`src/rtl/uart_pkg.sv`:
```
// ============================================================================
// Module      : uart_pkg
// Description : Shared UART defaults and the TX front-end FSM state type.
// Revision    : 1.0 - initial release
// ============================================================================
`default_nettype none

package uart_pkg;

  localparam int unsigned c_NB_DATA_DEFAULT   = 8;
  localparam int unsigned c_ADDR_BITS_DEFAULT = 4;

  typedef enum logic [1:0] {
    IDLE  = 2'd0,
    START = 2'd1,
    BUSY  = 2'd2
  } tx_state_t;

endpackage : uart_pkg

`default_nettype wire

```
`src/rtl/sync_fifo.sv`:
```
// ============================================================================
// Module      : sync_fifo
// Description : Single-clock FIFO with occupancy count and registered flags.
// Revision    : 1.0 - initial release
// ============================================================================
`default_nettype none

module sync_fifo
  import uart_pkg::*;
#(
  parameter int unsigned NB_DATA   = c_NB_DATA_DEFAULT,
  parameter int unsigned ADDR_BITS = c_ADDR_BITS_DEFAULT
) (
  input  logic                 i_clk,
  input  logic                 i_reset_n,
  input  logic                 i_wr,
  input  logic [NB_DATA-1:0]   i_wr_data,
  input  logic                 i_pop,
  output logic [NB_DATA-1:0]   o_rd_data,
  output logic                 o_full,
  output logic                 o_empty,
  output logic [ADDR_BITS:0]   o_count
);

  localparam logic [ADDR_BITS:0] c_DEPTH = {1'b1, {ADDR_BITS{1'b0}}};
  localparam logic [ADDR_BITS:0] c_ONE   = {{ADDR_BITS{1'b0}}, 1'b1};

  logic [NB_DATA-1:0]   r_mem [c_DEPTH];
  logic [ADDR_BITS-1:0] r_wr_ptr;
  logic [ADDR_BITS-1:0] r_rd_ptr;
  logic [ADDR_BITS:0]   r_count;
  logic                 r_full;
  logic                 r_empty;
  logic                 w_wr_en;
  logic                 w_pop_en;
  logic [ADDR_BITS:0]   w_count_nxt;

  // A write into a full FIFO is dropped even when a pop frees a slot on the same edge.
  assign w_wr_en  = i_wr  & ~r_full;
  assign w_pop_en = i_pop & ~r_empty;

  always_comb begin
    w_count_nxt = r_count;
    case ({w_wr_en, w_pop_en})
      2'b10:   w_count_nxt = r_count + c_ONE;
      2'b01:   w_count_nxt = r_count - c_ONE;
      default: w_count_nxt = r_count;
    endcase
  end

  always_ff @(posedge i_clk) begin
    if (w_wr_en) begin
      r_mem[r_wr_ptr] <= i_wr_data;
    end
  end

  always_ff @(posedge i_clk or negedge i_reset_n) begin
    if (!i_reset_n) begin
      r_wr_ptr <= '0;
      r_rd_ptr <= '0;
      r_count  <= '0;
      r_full   <= 1'b0;
      r_empty  <= 1'b1;
    end else begin
      if (w_wr_en)  r_wr_ptr <= r_wr_ptr + 1'b1;
      if (w_pop_en) r_rd_ptr <= r_rd_ptr + 1'b1;
      r_count <= w_count_nxt;
      r_full  <= (w_count_nxt == c_DEPTH);
      r_empty <= (w_count_nxt == '0);
    end
  end

  assign o_rd_data = r_mem[r_rd_ptr];
  assign o_full    = r_full;
  assign o_empty   = r_empty;
  assign o_count   = r_count;

endmodule : sync_fifo

`default_nettype wire

```
`src/rtl/uart_tx_fifo.sv`:
```
// ============================================================================
// Module      : uart_tx_fifo
// Description : Buffered UART TX front end feeding tx_mod one byte at a time.
//               Optional sticky overflow flag under UART_TX_FIFO_OVF_EN.
// Revision    : 1.0 - initial release
// ============================================================================
`default_nettype none

module uart_tx_fifo
  import uart_pkg::*;
#(
  parameter int unsigned NB_DATA   = c_NB_DATA_DEFAULT,
  parameter int unsigned ADDR_BITS = c_ADDR_BITS_DEFAULT
) (
  input  logic                 i_clk,
  input  logic                 i_reset_n,
  input  logic                 i_wr,
  input  logic [NB_DATA-1:0]   i_wr_data,
  output logic                 o_full,
  output logic                 o_empty,
  output logic [ADDR_BITS:0]   o_count,
  output logic                 o_busy,
  output logic                 o_tx_start,
  output logic [NB_DATA-1:0]   o_tx_data,
  input  logic                 i_tx_done_tick,
  output logic                 o_overflow
);

  tx_state_t          r_state;
  tx_state_t          w_state_nxt;
  logic               w_pop;
  logic [NB_DATA-1:0] w_head;
  logic               w_full;
  logic               w_empty;
  logic               r_tx_start;
  logic               r_busy;
  logic [NB_DATA-1:0] r_tx_data;

  sync_fifo #(
    .NB_DATA   (NB_DATA),
    .ADDR_BITS (ADDR_BITS)
  ) u_fifo (
    .i_clk     (i_clk),
    .i_reset_n (i_reset_n),
    .i_wr      (i_wr),
    .i_wr_data (i_wr_data),
    .i_pop     (w_pop),
    .o_rd_data (w_head),
    .o_full    (w_full),
    .o_empty   (w_empty),
    .o_count   (o_count)
  );

  always_comb begin
    w_state_nxt = r_state;
    w_pop       = 1'b0;
    case (r_state)
      IDLE: begin
        if (!w_empty) begin
          w_pop       = 1'b1;
          w_state_nxt = START;
        end
      end
      START: begin
        w_state_nxt = BUSY;
      end
      BUSY: begin
        if (i_tx_done_tick) begin
          if (!w_empty) begin
            w_pop       = 1'b1;
            w_state_nxt = START;
          end else begin
            w_state_nxt = IDLE;
          end
        end
      end
      default: begin
        w_state_nxt = IDLE;
      end
    endcase
  end

  // Outputs are decoded from the next state so they line up with the state register.
  always_ff @(posedge i_clk or negedge i_reset_n) begin
    if (!i_reset_n) begin
      r_state    <= IDLE;
      r_tx_start <= 1'b0;
      r_busy     <= 1'b0;
      r_tx_data  <= '0;
    end else begin
      r_state    <= w_state_nxt;
      r_tx_start <= (w_state_nxt == START);
      r_busy     <= (w_state_nxt != IDLE);
      if (w_pop) begin
        r_tx_data <= w_head;
      end
    end
  end

`ifdef UART_TX_FIFO_OVF_EN
  logic r_overflow;

  always_ff @(posedge i_clk or negedge i_reset_n) begin
    if (!i_reset_n) begin
      r_overflow <= 1'b0;
    end else if (i_wr && w_full) begin
      r_overflow <= 1'b1;
    end
  end

  assign o_overflow = r_overflow;
`else
  assign o_overflow = 1'b0;
`endif

  assign o_full     = w_full;
  assign o_empty    = w_empty;
  assign o_busy     = r_busy;
  assign o_tx_start = r_tx_start;
  assign o_tx_data  = r_tx_data;

endmodule : uart_tx_fifo

`default_nettype wire

```
`config.mk`:
```
export PLATFORM = sky130hd
export DESIGN_NAME = uart_tx_fifo
export DESIGN_NICKNAME = d
export VERILOG_FILES = /design/src/rtl/uart_pkg.sv /design/src/rtl/sync_fifo.sv /design/src/rtl/uart_tx_fifo.sv
export SDC_FILE = /design/constraint.sdc
export NUM_CORES = 1
export LEC_CHECK = 0
export ABC_AREA = 0
export CAP_MARGIN = 20
export CORE_ASPECT_RATIO = 0.5
export CORE_MARGIN = 4
export CORE_UTILIZATION = 37
export CTS_CLUSTER_DIAMETER = 200
export DETAILED_ROUTE_END_ITERATION = 8
export SLEW_MARGIN = 30
export SYNTH_ARGS = -nofsm -noshare
export SYNTH_HDL_FRONTEND = slang
export SYNTH_SLANG_ARGS = --single-unit
```
`constraint.sdc`:
```
create_clock -name i_clk -period 3.3 [get_ports i_clk]
set_input_delay 0.66 -clock i_clk [delete_from_list [all_inputs] [get_ports i_clk]]
set_output_delay 0.66 -clock i_clk [all_outputs]
set_load 0.03 [all_outputs]
```
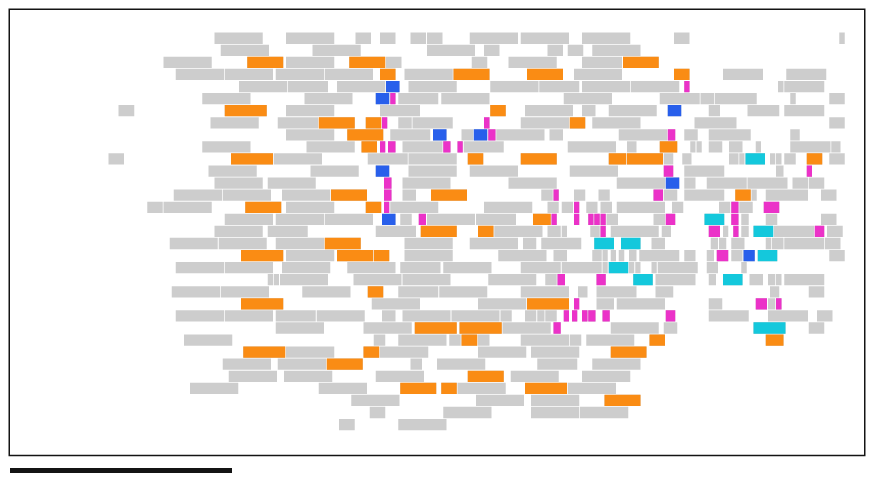
**Above:** run 1 (selected gate families).
The bar under the picture is 50 um long.
- NOR gates: magenta (cells 45; most used nor2_1)
- multiplexers: orange (cells 50; most used mux4_2)
- AND-OR and OR-AND gates: blue (cells 9; most used a211o_1)
- adder and majority cells: cyan (cells 10; most used ha_1; where right middle)
non-filler cells, final: 640
most numerous logic cell after layout: edfxtp_1
logic share of the area: 21.8%

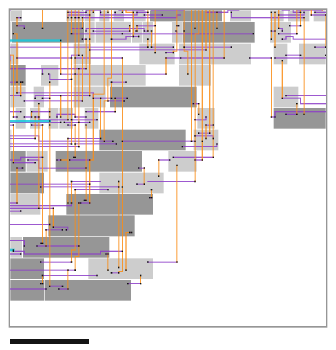
**Above:** run 1 (layout detail).
The bar under the picture is 10 um long. Window x 124 to 164, y 5 to 45 um. Cells in gray, sequential cells in the stronger gray; small squares are vias.
- metal 1: purple
- metal 2: orange
- metal 3: cyan
- cells with their middle in the window: 49
- sequential cells in the window: 11
- most frequent: edfxtp_1 (7), nand2_1 (5)
- netlist names of flops here include: u_fifo.r_mem (7), u_fifo.r_wr_ptr (3)

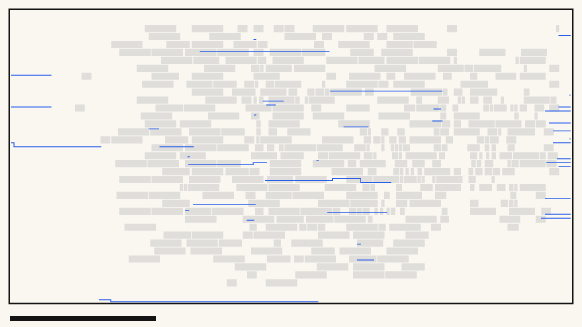
**Above:** run 1 (met3 routing).
The bar under the picture is 50 um long.
- nets with wire on the layer: 30
- main direction: horizontal
- share of all routed wire: 3.7%
- wire length on this layer: 459 um
Via Count: 3220
Routed WL: 12.3 mm

==> impl_metrics.py, run 1 <==
# Auto-generated metrics
metrics = {
    "run_status": {
        "status": "completed",
    },
    "global_routing": {
        "globalRouteMet2Util_pct": 20.6,
        "grt.busiest_layer": "met2",
        "grt_max_degree": 41,
        "grt.met3_usage_pct": 3.20,
    },
    "synthesis": {
        "synth_warnings": 0,
        "top_area_share_pct": 61.1,
        "synthCells": 346,
        "ys_types": 41,
        "yosysCellCount": 346,
        "synth.avg_cell_area_sq_um": 18.2,
        "synthArstFlopShare_pct": 17.4,
        "yosysChipArea_sq_mm": 0.00629,
        "synth_nets": 368,
    },
    "power": {
        "p_leak_nw": 2.67,
    },
    "drt": {
        "post-route-drc-count": 0,
    },
    "worst_hold_path": {
        "min_to": "r_state[1]",
        "min_delay_path_depth": 1,
        "hold_path_class": "flop to flop",
    },
    "floorplanning": {
        "tapCellCount": 227,
        "die_w_um": 192,
        "fp-row-count": 33,
        "initial_core_util_pct": 38.1,
    },
    "clock_tree": {
        "cts_sinks": 155,
        "hold_buffers": 0,
    },
    "layout": {
        "n_all_buffers": 53,
        "logic_area_sq_mm": 0.00164,
        "n_antenna_cell": 0,
        "largest_register_ff_count": 128,
        "seq_area_share_pct": 60.1,
        "largest_register": "u_fifo.r_mem",
        "buffer_area_share_pct": 6.39,
        "fill_cells": 1444,
    },
    "setup_path": {
        "cp.depth": 10,
        "start_kind": "input pin",
        "critical_path_buf_inv_count": 2,
    },
    "place": {
        "preCtsSetupSlack_ns": 0.0854,
    },
    "timing": {
        "tightest_slew_ns": 0.784,
    },
}
==> run 1: cell families (layout without fill, tap and decap cells) <==
family,count (synthesis),in the layout,synth area share (%)
simple gates,74,74,5.85
buf+inv,26,93,2.13
xor+xnor,8,8,1.11
other cells,1,1,0.0596
mux,50,50,14.3
compound gates,22,22,2.55
fa+ha+maj,10,10,2.11
flops,155,155,71.9
==> run 1: routing by layer <==
layer | up-vias | share of wire, %
met5 | - | 0
met4 | 0 | 1.1
met3 | 12 | 3.7
met2 | 55 | 48
met1 | 1678 | 47
li1 | 1475 | -
==> run 1: power breakdown <==
group / switching (W) / internal [W]
combinational: 0.00116 / 0.00108
sequential: 0.000321 / 0.00247
clock: 0.000799 / 0.00105
total: 0.00228 / 0.00459
**Run 1: congestion heat map**

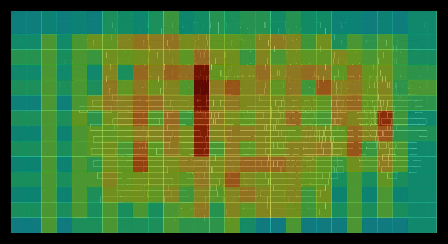

==> run 1 -> run 2 <==
==> constraint.sdc (replaced) <==
create_clock -name i_clk -period 2.6 [get_ports i_clk]
set_input_delay 0.52 -clock i_clk [delete_from_list [all_inputs] [get_ports i_clk]]
set_output_delay 0.52 -clock i_clk [all_outputs]
set_load 0.03 [all_outputs]
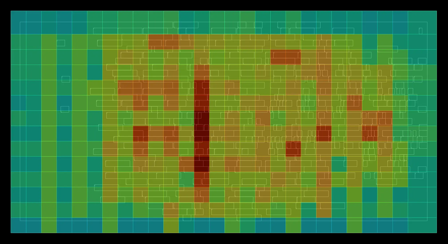
**Above:** run 2 (congestion heat map).
Layout Utilization: 46.8%
met3 Track Usage GR: 3.13%

==> run 2 against run 1 <==
Final area grew 2.7%. First-iteration DRC count increased by 12%. Clock-buffer cell count unchanged. Register-to-register slack worse by 0.50 ns. Synthesized cell count unchanged.
==> impl_metrics.py, run 2 <==
# Auto-generated metrics
metrics = {
    "global_routing": {
        "globalRouteMet2Util_pct": 21.6,
        "antenna_found_initial": 0,
        "grt.busiest_layer": "met2",
        "grt_pass1_vias": 3397,
        "grt_max_degree": 28,
    },
    "setup_path": {
        "cp.arrival_ns": 2.78,
        "r2r-end": "u_fifo.o_empty",
        "critical_path_buf_inv_count": 2,
        "cp.depth": 10,
        "required_ns": 2.93,
        "timing.rr.start": "u_fifo.o_empty",
        "critPathKind": "input pin to flop",
        "critPathCaptureType": "flop",
        "max_stage_delay_ns": 0.40,
        "start_kind": "input pin",
    },
    "power": {
        "powerDensity_mw_per_mm2": 1210,
        "p_leak_nw": 2.78,
        "vdd_ir_drop_max_uv": 623,
    },
    "timing": {
        "fin_skew_ns": 0.00898,
        "finalMaxSlewViolations": 0,
        "clock.fmax_ghz": 0.409,
        "fin_ws_ns": 0.158,
        "min_period_ns": 2.44,
        "setup_tns_ns": 0,
        "tightest_slew_ns": 0.814,
        "hold_ws_ns": 0.475,
    },
    "synthesis": {
        "synth_nets": 368,
        "seq_area_frac_synth_pct": 71.9,
        "synthAoiAreaFrac_pct": 2.55,
        "yosysCellCount": 346,
        "ys_types": 41,
        "synthArstFlopShare_pct": 17.4,
        "yosysMostFrequentCell": "edfxtp_1",
        "top_cells_by_count": "128 x edfxtp_1, 26 x dfrtp_1, 22 x nor2_1",
        "synthCells": 346,
        "synth.avg_cell_area_sq_um": 18.2,
        "xor_share_pct": 1.11,
        "top_logic_kind": "multiplexers",
        "synth_warnings": 0,
        "fa_ha_area_share_pct": 2.11,
        "ys_sh_mux_pct": 14.3,
        "yosysChipArea_sq_mm": 0.00629,
        "ys_sh_simple_pct": 5.85,
        "top_area_share_pct": 61.1,
    },
    "flow_run": {
        "max-cap-violations": 0,
    },
    "layout": {
        "clkbuf_count": 17,
        "largest_class": "flip-flops and latches",
        "buffer_area_share_pct": 7.55,
        "final_cells": 652,
        "largest_register_ff_count": 128,
        "comb_area_share_pct": 21.4,
        "seq_area_share_pct": 58.6,
        "final_common_cell": "edfxtp_1",
        "n_all_buffers": 65,
        "logic_area_sq_mm": 0.00165,
        "n_antenna_cell": 0,
        "fill_cells": 1426,
        "largest_register": "u_fifo.r_mem",
        "final-clk-cell-share_pct": 8.41,
        "drive_above_1_share_pct": 23.3,
    },
    "place": {
        "port_buffers": 28,
        "globalplace.congestion": 0.766,
        "preCtsSetupSlack_ns": -0.390,
        "placed_cells": 620,
    },
    "run_status": {
        "status": "completed",
    },
    "floorplanning": {
        "initial_core_util_pct": 38.1,
        "fp-row-count": 33,
        "die_w_um": 192,
        "die_h_um": 100,
        "ioPinCount": 30,
        "tapCellCount": 227,
    },
    "worst_hold_path": {
        "hold_path_class": "flop to flop",
        "min_to": "r_state[1]",
        "hp-start": "r_state[1]",
        "min_delay_path_depth": 1,
    },
    "drt": {
        "post-route-drc-count": 0,
        "wl_met1_mm": 6.26,
        "dr.max_layer_used": "met4",
        "wl_met2_mm": 5.95,
        "dr_wl_met3_um": 513,
    },
    "clock_tree": {
        "cts-root-buf": "clkbuf_16",
        "hold_buffers": 0,
        "cts_sinks": 155,
        "cts_buffers": 17,
    },
}
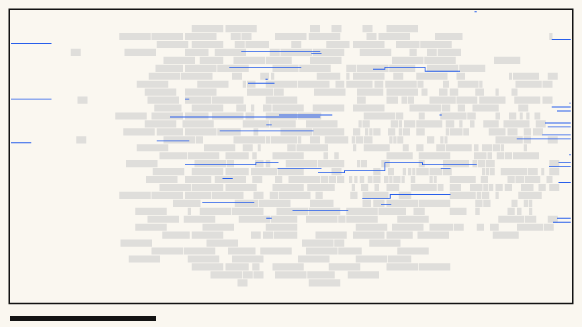
**Above:** run 2 (met3 routing).
The bar under the picture is 50 um long.
- nets with wire on the layer: 29
- share of all routed wire: 4.0%
- main direction: horizontal
- longest straight run: 51.1 um
- wire length on this layer: 513 um
Via Count: 3289
Routed WL: 12.9 mm

==> run 2: cell types whose count changed in the layout (fill, tap and decap cells not counted), moves of 2 or more <==
cell | previous run | this run
inv_6 | 2 | 7
dfrtp_1 | 23 | 25
clkinv_4 | 5 | 0
dfrtp_2 | 3 | 1
clkinvlp_4 | 2 | 0
bufinv_16 | 1 | 4
buf_4 | 24 | 35
==> run 2: repair_timing <==
| action | 4_1_cts | 5_1_grt |
|---|---|---|
| setup buffers | 0 | 0 |
| hold endpoints to repair | 0 | 0 |
| endpoints found under the setup margin | 0 | 3 |
| gates resized | 0 | 5 |
==> run 2: report_power, final <==
group | switching (W) | leakage [nW] | internal [W]
combinational | 0.00158 | 0.985 | 0.00152
clock | 0.00107 | 0.318 | 0.00165
sequential | 0.000375 | 1.48 | 0.00313
**Run 2: layout detail**

The bar under the picture is 10 um long. Window x 124 to 164, y 5 to 45 um. Cells in gray, sequential cells in the stronger gray; small squares are vias.
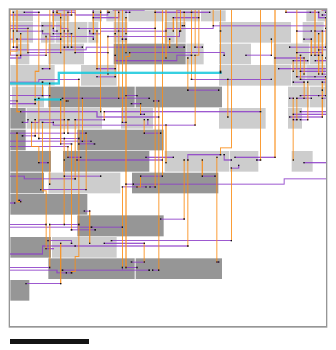

==> run 2 -> run 3 <==
--- a/config.mk
+++ b/config.mk
@@ -9,10 +9,12 @@
 export CAP_MARGIN = 20
 export CORE_ASPECT_RATIO = 0.5
 export CORE_MARGIN = 4
-export CORE_UTILIZATION = 37
+export CORE_UTILIZATION = 55
 export CTS_CLUSTER_DIAMETER = 200
 export DETAILED_ROUTE_END_ITERATION = 8
+export PLACE_DENSITY = 0.74
 export SLEW_MARGIN = 30
 export SYNTH_ARGS = -nofsm -noshare
 export SYNTH_HDL_FRONTEND = slang
 export SYNTH_SLANG_ARGS = --single-unit
+export TNS_END_PERCENT = 30
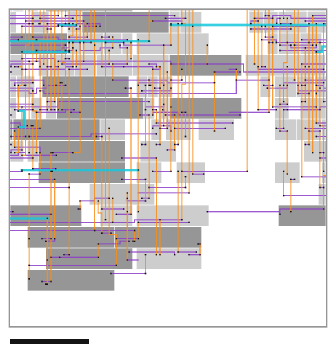
**Above:** run 3 (layout detail).
The bar under the picture is 10 um long. Window x 99 to 139, y 1 to 41 um. Cells in gray, sequential cells in the stronger gray; small squares are vias.
- metal 1: purple
- metal 2: orange
- metal 3: cyan
- netlist names of flops here include: u_fifo.r_mem (11), u_fifo.r_wr_ptr (3)
- most frequent: edfxtp_1 (11), nor2_1 (7), nor3_1 (6)
- cells with their middle in the window: 71
- sequential cells in the window: 15

==> run 3 against run 2 <==
Worst hold slack improved by 0.021 ns. Clock power decreased by 18%. First-iteration DRC count up 11%. Register-to-register slack got worse by 0.06 ns. Fmax decreased by 2.2%. Critical path type unchanged. Via count up 0.33%. Global-route usage is 5.5 points higher.
==> impl_metrics.py, run 3 <==
# Auto-generated metrics
metrics = {
    "run_status": {
        "status": "completed",
    },
    "synthesis": {
        "synthCells": 346,
        "synth_nets": 368,
        "synth.avg_cell_area_sq_um": 18.2,
        "top_cells_by_count": "128 x edfxtp_1, 26 x dfrtp_1, 22 x nor2_1",
        "seq_area_frac_synth_pct": 71.9,
        "yosysMostFrequentCell": "edfxtp_1",
        "synthArstFlopShare_pct": 17.4,
        "top_area_share_pct": 61.1,
        "ys_types": 41,
    },
    "layout": {
        "comb_area_share_pct": 22.4,
        "fin_util_pct": 67.5,
        "final_common_cell": "edfxtp_1",
        "final_cells": 564,
        "logic_area_sq_mm": 0.00168,
        "n_all_buffers": 59,
        "drive_above_1_share_pct": 22.4,
        "buffer_area_share_pct": 7.02,
        "seq_area_share_pct": 60.5,
        "fill_cells": 680,
        "largest_register": "u_fifo.r_mem",
    },
    "setup_path": {
        "cp.depth": 10,
        "r2r-end": "u_fifo.o_full",
        "critPathCaptureType": "flop",
        "start_kind": "input pin",
        "timing.rr.start": "u_fifo.o_empty",
    },
    "clock_tree": {
        "cts_buffers": 17,
        "cts_sinks": 155,
        "hold_buffers": 0,
    },
    "worst_hold_path": {
        "min_to": "o_tx_data[0]",
        "hold_path_class": "flop to flop",
    },
    "timing": {
        "setup_tns_ns": 0,
        "clock.fmax_ghz": 0.401,
        "fin_ws_ns": 0.104,
        "finalMaxSlewViolations": 0,
        "min_period_ns": 2.50,
        "tightest_slew_ns": 0.805,
        "hold_ws_ns": 0.496,
    },
    "floorplanning": {
        "initial_core_util_pct": 56.8,
        "tapCellCount": 145,
        "fp-row-count": 27,
    },
    "drt": {
        "wl_met2_mm": 6.00,
        "dr.max_layer_used": "met4",
        "dr_wl_met3_um": 940,
    },
    "global_routing": {
        "grt_pass1_vias": 3491,
        "globalRouteMet2Util_pct": 31.7,
        "grt.busiest_layer": "met2",
        "grt_max_degree": 41,
    },
    "power": {
        "pwr-share-clk_pct": 25.3,
        "vdd_ir_drop_max_uv": 548,
        "powerDensity_mw_per_mm2": 1180,
        "p_leak_nw": 2.70,
    },
    "place": {
        "preCtsSetupSlack_ns": -0.490,
        "globalplace.congestion": 0.827,
        "port_buffers": 28,
    },
}
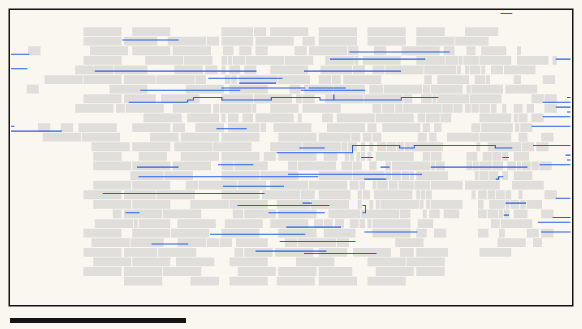
**Above:** run 3 (met3 routing).
The bar under the picture is 50 um long.
- nets with wire on the layer: 46
- wire length on this layer: 941 um
- share of all routed wire: 7.8%
met3 Track Usage GR: 5.87%
Via Count: 3300

-- run 3: cell counts after synthesis --
No cell type changed its count.
-- run 3: cell families after synthesis --
group	after synthesis	share of synthesized area [%]
other cells	1	0.0596
xor+xnor	8	1.11
simple gates	74	5.85
mux	50	14.3
fa+ha+maj	10	2.11
buf+inv	26	2.13
compound gates	22	2.55
flops	155	71.9
-- run 3: timing repair --
action,4_1_cts,5_1_grt
setup endpoints to repair,1,3
resized,3,5
buffers inserted,1,0
pin swaps,0,0
cloned,0,0
-- run 3: power groups by stage --
stage	sequential, W	combinational, W	clock, W
final	0.00350	0.00308	0.00223
after global routing	0.00355	0.00336	0.00240
after global placement	0.00351	0.00285	0
after CTS	0.00350	0.00304	0.00227
after floorplan	0.00357	0.00196	0
after detailed placement	0.00354	0.00297	0
Power figures rest on the tool's default switching activity, not on a simulated workload.
